File: config.mk
export PLATFORM = sky130hd
export DESIGN_NAME = gtx_link_ctrl
export DESIGN_NICKNAME = d
export VERILOG_FILES = /design/src/rtl/gtx_link_ctrl_pkg.sv /design/src/rtl/gtx_link_lane.sv /design/src/rtl/gtx_link_ctrl.sv
export SDC_FILE = /design/constraint.sdc
export NUM_CORES = 1
export LEC_CHECK = 0
export CAP_MARGIN = 15
export CORE_MARGIN = 1
export CORE_UTILIZATION = 25
export DETAILED_ROUTE_END_ITERATION = 8
export HOLD_SLACK_MARGIN = 0.1
export PLACE_DENSITY = 0.5
export SLEW_MARGIN = 25
export SYNTH_ARGS = -nofsm -noshare
export SYNTH_HDL_FRONTEND = slang
export SYNTH_SLANG_ARGS = --single-unit
File: constraint.sdc
create_clock -name usrclk_in -period 9.7 [get_ports usrclk_in]
set_clock_uncertainty 0.05 [all_clocks]
set_input_delay 2.425 -clock usrclk_in [delete_from_list [all_inputs] [get_ports usrclk_in]]
set_output_delay 2.425 -clock usrclk_in [all_outputs]
set_load 0.1 [all_outputs]
File: src/rtl/gtx_link_ctrl_pkg.sv
// Shared definitions for the GTX link controller: lane FSM states, comma symbol, counter width.
package gtx_link_ctrl_pkg;

  typedef enum logic [1:0] {
    StWaitRst = 2'd0,
    StTrain   = 2'd1,
    StUp      = 2'd2
  } lane_state_e;

  localparam logic [7:0]  K28_5    = 8'hBC;
  localparam int unsigned CntWidth = 16;

endpackage

File: src/rtl/gtx_link_lane.sv
// One GTX lane: userrdy sequencing, comma alignment, link monitoring, TX/RX word handling.
module gtx_link_lane
  import gtx_link_ctrl_pkg::*;
#(
  parameter int unsigned DataWidth  = 32,
  parameter int unsigned AlignCnt   = 8,
  parameter int unsigned ErrThresh  = 4,
  parameter int unsigned UserrdyDly = 16,
  localparam int unsigned Bytes     = DataWidth / 8
) (
  input  logic                 clk_i,
  input  logic                 rst_i,
  input  logic                 gt_txresetdone_i,
  input  logic                 gt_rxresetdone_i,
  output logic                 gt_txuserrdy_o,
  output logic                 gt_rxuserrdy_o,
  output logic [DataWidth-1:0] gt_txdata_o,
  output logic [Bytes-1:0]     gt_txcharisk_o,
  input  logic [DataWidth-1:0] gt_rxdata_i,
  input  logic [Bytes-1:0]     gt_rxcharisk_i,
  input  logic [Bytes-1:0]     gt_rxdisperr_i,
  input  logic [Bytes-1:0]     gt_rxnotintable_i,
  input  logic [DataWidth-1:0] tx_data_i,
  input  logic                 tx_valid_i,
  output logic                 tx_ready_o,
  output logic [DataWidth-1:0] rx_data_o,
  output logic                 rx_valid_o,
  output logic                 link_up_o,
  output logic [CntWidth-1:0]  err_count_o,
  input  logic                 clr_err_i
);

  localparam int unsigned DlyW   = (UserrdyDly > 0) ? $clog2(UserrdyDly + 1) : 1;
  localparam int unsigned AlignW = (AlignCnt > 1) ? $clog2(AlignCnt + 1) : 1;
  localparam int unsigned ErrW   = (ErrThresh > 1) ? $clog2(ErrThresh + 1) : 1;

  localparam logic [DlyW-1:0]      DlyMax    = DlyW'(UserrdyDly);
  localparam logic [AlignW-1:0]    AlignLast = AlignW'(AlignCnt - 1);
  localparam logic [ErrW-1:0]      ErrLast   = ErrW'(ErrThresh - 1);
  localparam logic [DataWidth-1:0] CommaWord = DataWidth'(K28_5);
  localparam logic [Bytes-1:0]     CommaK    = Bytes'(1);

  lane_state_e          state_q, state_d;
  logic [DlyW-1:0]      tx_dly_q, tx_dly_d, rx_dly_q, rx_dly_d;
  logic                 tx_rdy_q, tx_rdy_d, rx_rdy_q, rx_rdy_d;
  logic [AlignW-1:0]    align_q, align_d;
  logic [ErrW-1:0]      err_run_q, err_run_d;
  logic [CntWidth-1:0]  err_cnt_q, err_cnt_d;
  logic [DataWidth-1:0] txdata_q, txdata_d, rxdata_q, rxdata_d;
  logic [Bytes-1:0]     txk_q, txk_d;
  logic                 rx_valid_q, rx_valid_d, link_up_q, link_up_d;

  logic rst_done, word_err, clean_comma, data_word;

  assign rst_done    = gt_txresetdone_i & gt_rxresetdone_i;
  assign word_err    = |(gt_rxdisperr_i | gt_rxnotintable_i);
  assign clean_comma = (gt_rxcharisk_i == CommaK) && (gt_rxdata_i[7:0] == K28_5) && !word_err;
  assign data_word   = (gt_rxcharisk_i == '0) && !word_err;

  // Each userrdy follows its own resetdone after a saturating run-length count.
  always_comb begin : p_userrdy
    tx_dly_d = tx_dly_q;
    rx_dly_d = rx_dly_q;
    if (!gt_txresetdone_i) begin
      tx_dly_d = '0;
    end else if (tx_dly_q != DlyMax) begin
      tx_dly_d = tx_dly_q + DlyW'(1);
    end
    if (!gt_rxresetdone_i) begin
      rx_dly_d = '0;
    end else if (rx_dly_q != DlyMax) begin
      rx_dly_d = rx_dly_q + DlyW'(1);
    end
    tx_rdy_d = gt_txresetdone_i && (tx_dly_d == DlyMax);
    rx_rdy_d = gt_rxresetdone_i && (rx_dly_d == DlyMax);
  end

  always_comb begin : p_fsm
    state_d   = state_q;
    align_d   = '0;
    err_run_d = '0;
    unique case (state_q)
      StWaitRst: begin
        if (tx_rdy_q && rx_rdy_q) state_d = StTrain;
      end
      StTrain: begin
        if (clean_comma) begin
          if (align_q == AlignLast) state_d = StUp;
          else                      align_d = align_q + AlignW'(1);
        end
      end
      StUp: begin
        if (word_err) begin
          if (err_run_q == ErrLast) state_d = StTrain;
          else                      err_run_d = err_run_q + ErrW'(1);
        end
      end
      default: state_d = StWaitRst;
    endcase
    // Losing either resetdone overrides everything else.
    if (!rst_done) begin
      state_d   = StWaitRst;
      align_d   = '0;
      err_run_d = '0;
    end
  end

  always_comb begin : p_data
    txdata_d = CommaWord;
    txk_d    = CommaK;
    if ((state_q == StUp) && tx_valid_i) begin
      txdata_d = tx_data_i;
      txk_d    = '0;
    end
    rx_valid_d = (state_q == StUp) && (state_d == StUp) && data_word;
    rxdata_d   = rx_valid_d ? gt_rxdata_i : rxdata_q;
    link_up_d  = (state_d == StUp);
    err_cnt_d  = err_cnt_q;
    if (clr_err_i) begin
      err_cnt_d = '0;
    end else if (word_err && (state_q != StWaitRst) && (err_cnt_q != '1)) begin
      err_cnt_d = err_cnt_q + CntWidth'(1);
    end
  end

  always_ff @(posedge clk_i or posedge rst_i) begin
    if (rst_i) begin
      state_q    <= StWaitRst;
      tx_dly_q   <= '0;
      rx_dly_q   <= '0;
      tx_rdy_q   <= 1'b0;
      rx_rdy_q   <= 1'b0;
      align_q    <= '0;
      err_run_q  <= '0;
      err_cnt_q  <= '0;
      txdata_q   <= CommaWord;
      txk_q      <= CommaK;
      rxdata_q   <= '0;
      rx_valid_q <= 1'b0;
      link_up_q  <= 1'b0;
    end else begin
      state_q    <= state_d;
      tx_dly_q   <= tx_dly_d;
      rx_dly_q   <= rx_dly_d;
      tx_rdy_q   <= tx_rdy_d;
      rx_rdy_q   <= rx_rdy_d;
      align_q    <= align_d;
      err_run_q  <= err_run_d;
      err_cnt_q  <= err_cnt_d;
      txdata_q   <= txdata_d;
      txk_q      <= txk_d;
      rxdata_q   <= rxdata_d;
      rx_valid_q <= rx_valid_d;
      link_up_q  <= link_up_d;
    end
  end

  assign gt_txuserrdy_o = tx_rdy_q;
  assign gt_rxuserrdy_o = rx_rdy_q;
  assign gt_txdata_o    = txdata_q;
  assign gt_txcharisk_o = txk_q;
  assign tx_ready_o     = link_up_q;
  assign rx_data_o      = rxdata_q;
  assign rx_valid_o     = rx_valid_q;
  assign link_up_o      = link_up_q;
  assign err_count_o    = err_cnt_q;

endmodule

File: src/rtl/gtx_link_ctrl.sv
// Multi-lane GTX link controller: replicates one independent gtx_link_lane per lane.
module gtx_link_ctrl
  import gtx_link_ctrl_pkg::*;
#(
  parameter int unsigned NUM_LANES   = 1,
  parameter int unsigned DATA_WIDTH  = 32,
  parameter int unsigned ALIGN_CNT   = 8,
  parameter int unsigned ERR_THRESH  = 4,
  parameter int unsigned USERRDY_DLY = 16,
  localparam int unsigned BYTES      = DATA_WIDTH / 8
) (
  input  logic                            usrclk_in,
  input  logic                            reset_in,
  input  logic [NUM_LANES-1:0]            gt_txresetdone_in,
  input  logic [NUM_LANES-1:0]            gt_rxresetdone_in,
  output logic [NUM_LANES-1:0]            gt_txuserrdy_out,
  output logic [NUM_LANES-1:0]            gt_rxuserrdy_out,
  output logic [NUM_LANES*DATA_WIDTH-1:0] gt_txdata_out,
  output logic [NUM_LANES*BYTES-1:0]      gt_txcharisk_out,
  input  logic [NUM_LANES*DATA_WIDTH-1:0] gt_rxdata_in,
  input  logic [NUM_LANES*BYTES-1:0]      gt_rxcharisk_in,
  input  logic [NUM_LANES*BYTES-1:0]      gt_rxdisperr_in,
  input  logic [NUM_LANES*BYTES-1:0]      gt_rxnotintable_in,
  input  logic [NUM_LANES*DATA_WIDTH-1:0] tx_data_in,
  input  logic [NUM_LANES-1:0]            tx_valid_in,
  output logic [NUM_LANES-1:0]            tx_ready_out,
  output logic [NUM_LANES*DATA_WIDTH-1:0] rx_data_out,
  output logic [NUM_LANES-1:0]            rx_valid_out,
  output logic [NUM_LANES-1:0]            link_up_out,
  output logic [NUM_LANES*CntWidth-1:0]   err_count_out,
  input  logic                            clr_err_in
);

  for (genvar g = 0; g < NUM_LANES; g++) begin : g_lane
    gtx_link_lane #(
      .DataWidth  (DATA_WIDTH),
      .AlignCnt   (ALIGN_CNT),
      .ErrThresh  (ERR_THRESH),
      .UserrdyDly (USERRDY_DLY)
    ) u_lane (
      .clk_i             (usrclk_in),
      .rst_i             (reset_in),
      .gt_txresetdone_i  (gt_txresetdone_in[g]),
      .gt_rxresetdone_i  (gt_rxresetdone_in[g]),
      .gt_txuserrdy_o    (gt_txuserrdy_out[g]),
      .gt_rxuserrdy_o    (gt_rxuserrdy_out[g]),
      .gt_txdata_o       (gt_txdata_out[g*DATA_WIDTH +: DATA_WIDTH]),
      .gt_txcharisk_o    (gt_txcharisk_out[g*BYTES +: BYTES]),
      .gt_rxdata_i       (gt_rxdata_in[g*DATA_WIDTH +: DATA_WIDTH]),
      .gt_rxcharisk_i    (gt_rxcharisk_in[g*BYTES +: BYTES]),
      .gt_rxdisperr_i    (gt_rxdisperr_in[g*BYTES +: BYTES]),
      .gt_rxnotintable_i (gt_rxnotintable_in[g*BYTES +: BYTES]),
      .tx_data_i         (tx_data_in[g*DATA_WIDTH +: DATA_WIDTH]),
      .tx_valid_i        (tx_valid_in[g]),
      .tx_ready_o        (tx_ready_out[g]),
      .rx_data_o         (rx_data_out[g*DATA_WIDTH +: DATA_WIDTH]),
      .rx_valid_o        (rx_valid_out[g]),
      .link_up_o         (link_up_out[g]),
      .err_count_o       (err_count_out[g*CntWidth +: CntWidth]),
      .clr_err_i         (clr_err_in)
    );
  end

endmodule

### I/O pins on the die edge

Pins as bars across the die edge, other pins in grey.
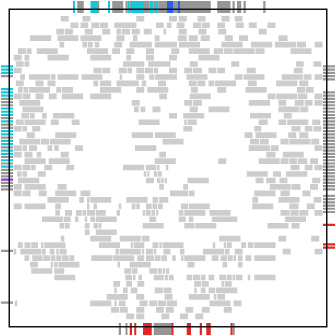
legend:
  `link_up_out`:
    colour: purple
    pins: 1
    direction: output
    edge: west
  `err_count_out`:
    colour: red
    pins: 16
    direction: output
    edge: 13 south, 3 east
  `tx_data_in`:
    colour: cyan
    pins: 32
    direction: input
    edge: 18 west, 14 north
  `gt_rxcharisk_in`:
    colour: blue
    pins: 4
    direction: input
    edge: north
PortBufs: 167
width of the chip: 132.9 um
Die Y: 132.9 um

### Clock routing

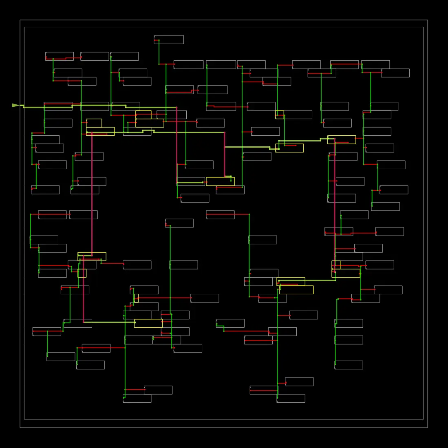
CTS Buf Count: 9
clk pwr: 0.000372 W
count of flip-flops and latches: 104

==> flow_metrics.py <==
# Physical implementation metrics
metrics = {
    "run_status": {
        "run_status": "finished, final reports clean",
    },
    "power_and_ir_drop": {
        "p_leak_nw": 2.945,
        "powerComb_w": 0.0000591,
        "swShare_pct": 21.35,
        "finalPower_w": 0.0008688,
        "power.share.combinational_pct": 6.8,
    },
    "critical_path": {
        "crit_cells": 6,
        "rr_worst_depth": 6,
        "worstReg2RegEnd": "g_lane[0].u_lane.rx_data_o[20]",
    },
    "final_layout": {
        "comb_share_pct": 24.23,
        "finalNetCount": 592,
        "utilization_pct": 39.03,
        "area_growth_pct": 51.65,
        "mostFrequentLayoutCell": "clkdlybuf4s50_1",
        "flop_area_um2": 2610,
        "clock_buffers": 12,
    },
    "placed_design": {
        "gp_congestion": 0.7371,
        "placed_cells": 712,
    },
    "timing": {
        "drv_slew": 0,
        "finalCritPeriodShare_pct": 46.18,
        "setup_slack_ns": 5.220,
        "tns_ns": 0,
    },
    "detailed_routing": {
        "route.met2.wl_um": 5113,
    },
    "clock_network": {
        "cts_setup_buffers": 0,
        "cts.htree.levels": 3,
        "cts_sinks": 104,
    },
    "grt": {
        "antenna_found_initial": 0,
        "overflow": 0,
        "grt_use_met3_pct": 4.023,
    },
    "die": {
        "dieArea_um2": 17660,
        "ios": 171,
        "tapCellCount": 220,
        "num_rows": 47,
    },
    "job": {
        "warning_count": 28,
    },
    "synthesis": {
        "simple_gate_share_pct": 17.62,
        "ys_seq_elements": 104,
        "edf_count": 0,
        "synth_warnings": 0,
        "synth-async-reset-ratio_pct": 100.0,
        "yosysMostFrequentCell": "dfrtp_1",
    },
    "hold_path": {
        "whs_path_depth": 1,
    },
}
### Metal layers overlaid

Scale bar: 50 um.
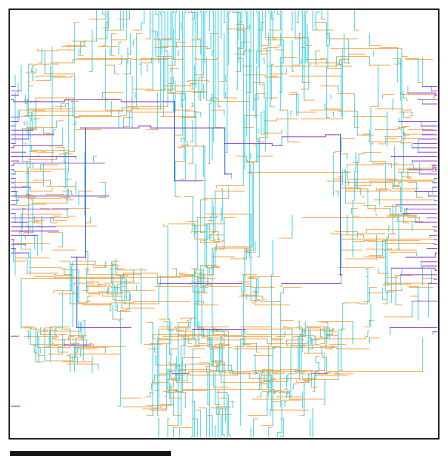
legend:
  metal 4:
    colour: blue
    wire_length: 144 um
  metal 3:
    colour: purple
    wire_length: 742 um
  metal 1:
    colour: orange
    wire_length: 4,240 um
  metal 2:
    colour: cyan
    wire_length: 5,110 um
routed vias: 3,155
drt total wl: 10,240 um
DR WL/cell: 14.07 um
GRT Overall Usage: 12.14%

### Clock distribution

Scale bar: 50 um.
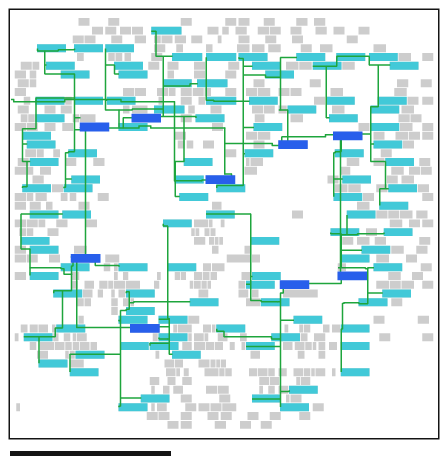
legend:
  clock drivers:
    colour: blue
    count: 9
  clock wires:
    colour: green
    length: 1,380 um
  flip-flops:
    colour: cyan
    count: 104
routed clock nets: 10
flops lie: all over the die

Power and IR drop assume default switching activity.
